--- src/rtl/message_streamer.sv ---
// -----------------------------------------------------------------------------
// message_streamer
//
// Character-stream sequencer for the LED character display path. Holds
// MSG_COUNT writable messages of up to MSG_LEN characters. On start it streams
// the selected message to the glyph/column renderer. Each character is held
// for COLS column beats. A valid/ready handshake (write/ready) lets the
// renderer stall the stream. A NUL character ends a message early. Streams
// can loop, and can be aborted with stop.
//
// Ports
//   clk        rising-edge clock
//   rst_n      asynchronous active-low reset
//   start      begin streaming message msg_sel (ignored while busy)
//   stop       abort the current stream (no done pulse)
//   msg_sel    message chosen at start; out-of-range selects message 0
//   loop_en    sampled at start; restart at character 0 after the last one
//   rom_we     message-store write strobe
//   rom_sel    message being written
//   rom_addr   character slot being written
//   rom_data   character code (0 = NUL terminator)
//   ready      downstream accepts the current beat
//   write      beat valid
//   char_out   character for this beat
//   column     column index 0..COLS-1
//   char_index position of char_out within the message
//   busy       stream in progress
//   done       one-cycle pulse on natural completion
// -----------------------------------------------------------------------------
module message_streamer #(
  parameter int MSG_COUNT = 4,
  parameter int MSG_LEN   = 16,
  parameter int CHAR_W    = 8,
  parameter int COLS      = 4,
  localparam int SEL_W    = (MSG_COUNT > 1) ? $clog2(MSG_COUNT) : 1,
  localparam int IDX_W    = $clog2(MSG_LEN),
  localparam int COL_W    = (COLS > 1) ? $clog2(COLS) : 1
) (
  input  logic              clk,
  input  logic              rst_n,
  input  logic              start,
  input  logic              stop,
  input  logic [SEL_W-1:0]  msg_sel,
  input  logic              loop_en,
  input  logic              rom_we,
  input  logic [SEL_W-1:0]  rom_sel,
  input  logic [IDX_W-1:0]  rom_addr,
  input  logic [CHAR_W-1:0] rom_data,
  input  logic              ready,
  output logic              write,
  output logic [CHAR_W-1:0] char_out,
  output logic [COL_W-1:0]  column,
  output logic [IDX_W-1:0]  char_index,
  output logic              busy,
  output logic              done
);

  typedef enum logic {IDLE, EMIT} state_t;

  // Message store: not reset, writable at any time.
  logic [CHAR_W-1:0] mem [MSG_COUNT][MSG_LEN];

  state_t            state_q, state_d;
  logic [SEL_W-1:0]  sel_q, sel_d;
  logic              loop_q, loop_d;
  logic [CHAR_W-1:0] char_q, char_d;
  logic [COL_W-1:0]  col_q, col_d;
  logic [IDX_W-1:0]  idx_q, idx_d;
  logic              done_q, done_d;

  logic [SEL_W-1:0]  sel_eff;
  logic [CHAR_W-1:0] start_char;
  logic [CHAR_W-1:0] head_char;
  logic [IDX_W:0]    nxt;
  logic [IDX_W-1:0]  nxt_idx;
  logic [CHAR_W-1:0] nxt_char;
  logic              msg_end;

  always_ff @(posedge clk) begin
    if (rom_we && (int'(rom_sel) < MSG_COUNT) && (int'(rom_addr) < MSG_LEN))
      mem[rom_sel][rom_addr] <= rom_data;
  end

  // Store reads: slot 0 of the requested message at start, slot 0 of the
  // latched message for a loop restart, and the following slot during EMIT.
  // nxt is one bit wider so that reaching MSG_LEN is detectable.
  assign sel_eff    = (int'(msg_sel) < MSG_COUNT) ? msg_sel : '0;
  assign start_char = mem[sel_eff][0];
  assign head_char  = mem[sel_q][0];
  assign nxt        = {1'b0, idx_q} + 1'b1;
  assign nxt_idx    = nxt[IDX_W-1:0];
  assign nxt_char   = mem[sel_q][nxt_idx];
  assign msg_end    = (int'(nxt) >= MSG_LEN) || (nxt_char == '0);

  always_comb begin
    state_d = state_q;
    sel_d   = sel_q;
    loop_d  = loop_q;
    char_d  = char_q;
    col_d   = col_q;
    idx_d   = idx_q;
    done_d  = 1'b0;
    unique case (state_q)
      IDLE: begin
        if (start) begin
          sel_d  = sel_eff;
          loop_d = loop_en;
          if (start_char == '0) begin
            done_d = 1'b1;
          end else begin
            state_d = EMIT;
            idx_d   = '0;
            col_d   = '0;
            char_d  = start_char;
          end
        end
      end
      EMIT: begin
        if (ready) begin
          if (col_q != COL_W'(COLS - 1)) begin
            col_d = col_q + 1'b1;
          end else begin
            col_d = '0;
            if (!msg_end) begin
              idx_d  = nxt_idx;
              char_d = nxt_char;
            end else if (loop_q) begin
              idx_d  = '0;
              char_d = head_char;
            end else begin
              state_d = IDLE;
              done_d  = 1'b1;
            end
          end
        end
        // Abort overrides completion; the beat accepted this cycle still
        // advances column/index above.
        if (stop) begin
          state_d = IDLE;
          done_d  = 1'b0;
        end
      end
      default: state_d = IDLE;
    endcase
  end

  always_ff @(posedge clk or negedge rst_n) begin
    if (!rst_n) begin
      state_q <= IDLE;
      sel_q   <= '0;
      loop_q  <= 1'b0;
      char_q  <= '0;
      col_q   <= '0;
      idx_q   <= '0;
      done_q  <= 1'b0;
    end else begin
      state_q <= state_d;
      sel_q   <= sel_d;
      loop_q  <= loop_d;
      char_q  <= char_d;
      col_q   <= col_d;
      idx_q   <= idx_d;
      done_q  <= done_d;
    end
  end

  assign write      = (state_q == EMIT);
  assign busy       = (state_q == EMIT);
  assign char_out   = char_q;
  assign column     = col_q;
  assign char_index = idx_q;
  assign done       = done_q;

endmodule
--- config.mk ---
export PLATFORM = sky130hd
export DESIGN_NAME = message_streamer
export DESIGN_NICKNAME = d
export VERILOG_FILES = /design/src/rtl/message_streamer.sv
export SDC_FILE = /design/constraint.sdc
export NUM_CORES = 1
export LEC_CHECK = 0
export ABC_AREA = 1
export CORE_UTILIZATION = 40
export CTS_CLUSTER_SIZE = 16
export DETAILED_ROUTE_END_ITERATION = 16
export SYNTH_ARGS = -nofsm -noshare
export SYNTH_HDL_FRONTEND = slang
export SYNTH_SLANG_ARGS = --single-unit
--- constraint.sdc ---
create_clock -name clk -period 2.9 [get_ports clk]
set_input_delay 0.87 -clock clk [delete_from_list [all_inputs] [get_ports clk]]
set_output_delay 0.87 -clock clk [all_outputs]
set_load 0.02 [all_outputs]
### Signal wires on met2, run 1

Cells faint in the background.
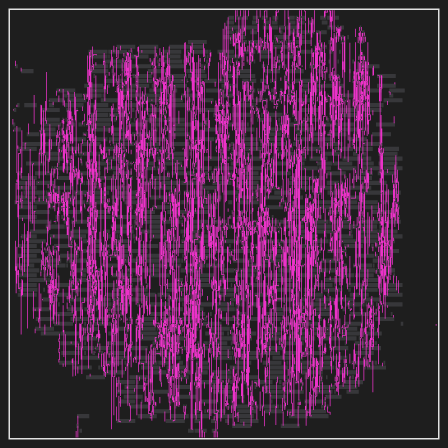
The layer carries 29.3 mm of wire. The wires run mostly vertical.
drt total wl: 60.1 mm
via count: 15600

### Where the registers sit, run 1

Other sequential cells in the stronger grey, the rest of the logic in the fainter grey.
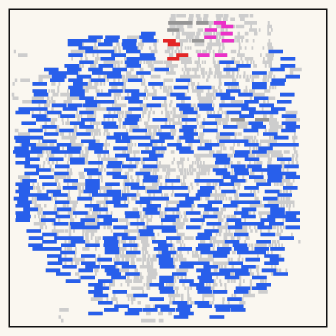
Blue shows `mem`, placed flops 512, where spread over the die. Red shows `char_index`, placed flops 4, where north. Magenta shows `char_out`, placed flops 8.
Another 7 sequential cells are not coloured.
flop share of the area: 0.597
final core utilization: 0.480
seq pwr: 8.66 mW
register area: 0.0159 mm^2

==> results.json, run 1 <==
{
  "comb_cells": 1359,
  "grt_antenna_before_repair": 1,
  "track_usage": 0.211,
  "critical_path_arrival_ns": 3.25,
  "place_area_mm2": 0.0246,
  "lay_top_cells": "nand2_1 (737), edfxtp_1 (512), nand3_1 (469)",
  "ant_nets": 0,
  "buffer_area_frac": 0.0761,
  "viasPerCell": 5.26,
  "sequentialPowerShare": 0.400,
  "flops": 531,
  "xor_share": 0.00144,
  "inv_count": 33,
  "clock-sinks": 531,
  "peakVddDrop_uv": 509,
  "maxCapViolCount": 0,
  "status": "complete, no violations",
  "power_frac_clock": 0.319,
  "largest_register_ffs": 512,
  "use_met3": 0.0263,
  "synthCells": 2046,
  "maxSlewHeadroom": 0.568,
  "worst_ep_required_time_ns": 3.38,
  "fin_cells": 2963,
  "area_growth_pct": 17.7,
  "cts_resized": 1,
  "root_buffer": "clkbuf_16",
  "taps": 748,
  "nNetsFinal": 2200,
  "use_met2": 0.347,
  "p_per_area_mw_per_mm2": 816,
  "design_area_mm2": 0.0266,
  "core_mm2": 0.0554,
  "place_inst": 2857,
  "remaining_drc_errors": 0,
  "hold_viol": 0,
  "hp-class": "reg2reg",
  "holdWs_ns": 0.505,
  "wl_met3_mm": 3.40,
  "hold_depth": 2,
  "slowest_stage": "dfrtp_4",
  "combPwrFrac": 0.282,
  "postSynthAreaPerCell_um2": 11.0,
  "clk_latency_ns": 0.61,
  "wl_met1_mm": 25.6,
  "largest_register": "mem",
  "slowest_delay_ns": 0.54,
  "top_cells_by_area": "edfxtp_1 (68%), nand2_1 (12%), nand3_1 (10%)",
  "rsz0062_at_grt": "no",
  "power_switching_mw": 7.06,
  "wl_met2_mm": 29.3,
  "pg_clk_mw": 6.91,
  "slew_violations": 0,
  "cp_common_cell": "nand2_1",
  "cp_top_family": "simple AND/OR/NAND/NOR gates",
  "clk_pin_slew_worst_paths_ns": 0.06,
  "power-top-group": "sequential cells",
  "cp-end-kind": "flip-flop",
  "synth_cell_types": 31
}
### The metal 1 layer, run 1

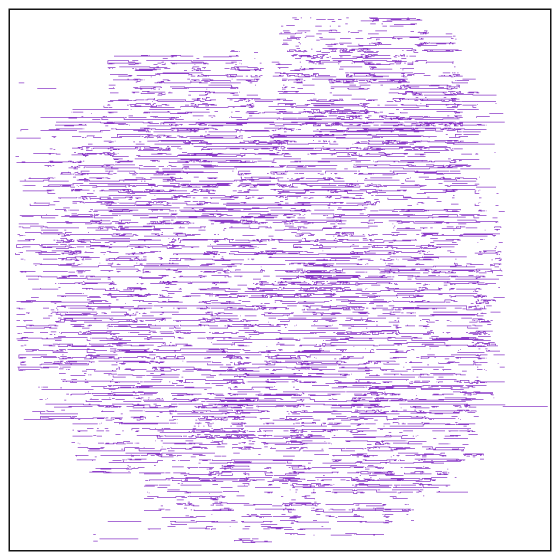
The layer holds 43% of the routed length. The wires run mostly horizontal. The layer carries 25.6 mm of wire. The longest straight run is 63.0 um.
GR met1 Demand/Resource: 0.286

--- run 2 (diff from run 1) ---
--- a/config.mk
+++ b/config.mk
@@ -9,6 +9,7 @@
 export CORE_UTILIZATION = 40
 export CTS_CLUSTER_SIZE = 16
 export DETAILED_ROUTE_END_ITERATION = 16
+export RECOVER_POWER = 100
 export SYNTH_ARGS = -nofsm -noshare
 export SYNTH_HDL_FRONTEND = slang
 export SYNTH_SLANG_ARGS = --single-unit
### Signal wires on met2, run 2

Cells faint in the background.
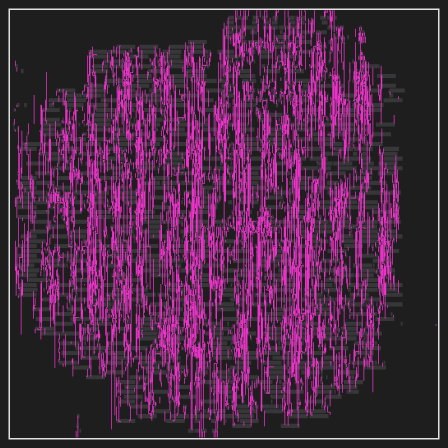
The wires run mostly vertical. 1597 nets have wire on it. The layer holds 49% of the routed length. The layer carries 29.2 mm of wire. The longest straight run is 77.2 um.
via count: 15600
met2 track demand over resource: 0.347
drt total wl: 60.1 mm

### Where the registers sit, run 2

Other sequential cells in the stronger grey, the rest of the logic in the fainter grey.
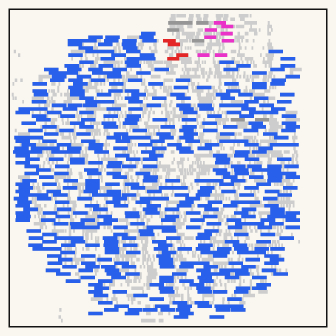
Magenta shows `char_out`, placed flops 8. Red shows `char_index`, placed flops 4, where north. Blue shows `mem`, placed flops 512, where spread over the die.
Another 7 sequential cells are not coloured.
flop share of the area: 0.606
final core utilization: 0.472
seq pwr: 8.67 mW

### The metal 1 layer, run 2

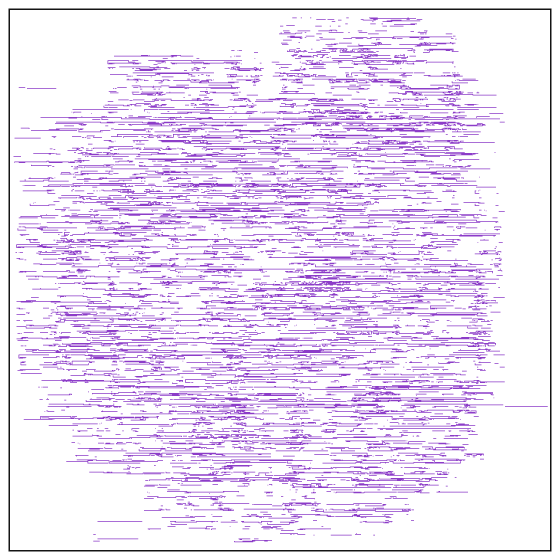
The wires run mostly horizontal. 2040 nets have wire on it.

==> results.json, run 2 <==
{
  "use_met3": 0.0263,
  "core_mm2": 0.0554,
  "clk_pin_slew_worst_paths_ns": 0.06,
  "grt_antenna_before_repair": 1,
  "largest_register": "mem",
  "fin_cells": 2963,
  "holdWs_ns": 0.507,
  "track_usage": 0.211,
  "wl_met2_mm": 29.2,
  "slowest_stage": "dfrtp_4",
  "cp_common_cell": "nand2_1",
  "remaining_drc_errors": 0,
  "design_area_mm2": 0.0262,
  "status": "complete, but fails checks",
  "flops": 531,
  "cts_resized": 1,
  "slew_violations": 327,
  "maxCapViolCount": 7,
  "wl_met1_mm": 25.5,
  "lay_top_cells": "nand2_1 (737), edfxtp_1 (512), nand3_1 (469)",
  "p_per_area_mw_per_mm2": 825,
  "taps": 748,
  "violations": "capacitance limit, slew limit",
  "power_switching_mw": 7.03,
  "pg_clk_mw": 6.90,
  "cp-end-kind": "flip-flop",
  "inv_count": 33,
  "met1_usage": 0.286,
  "comb_cells": 1359,
  "power-top-group": "sequential cells",
  "hold_viol": 0,
  "peakVddDrop_uv": 508,
  "postSynthAreaPerCell_um2": 11.0,
  "slowest_delay_ns": 0.54,
  "power_frac_clock": 0.320,
  "nNetsFinal": 2200,
  "clock-sinks": 531
}
No activity file was given, so power comes from the tool's default toggle rates.
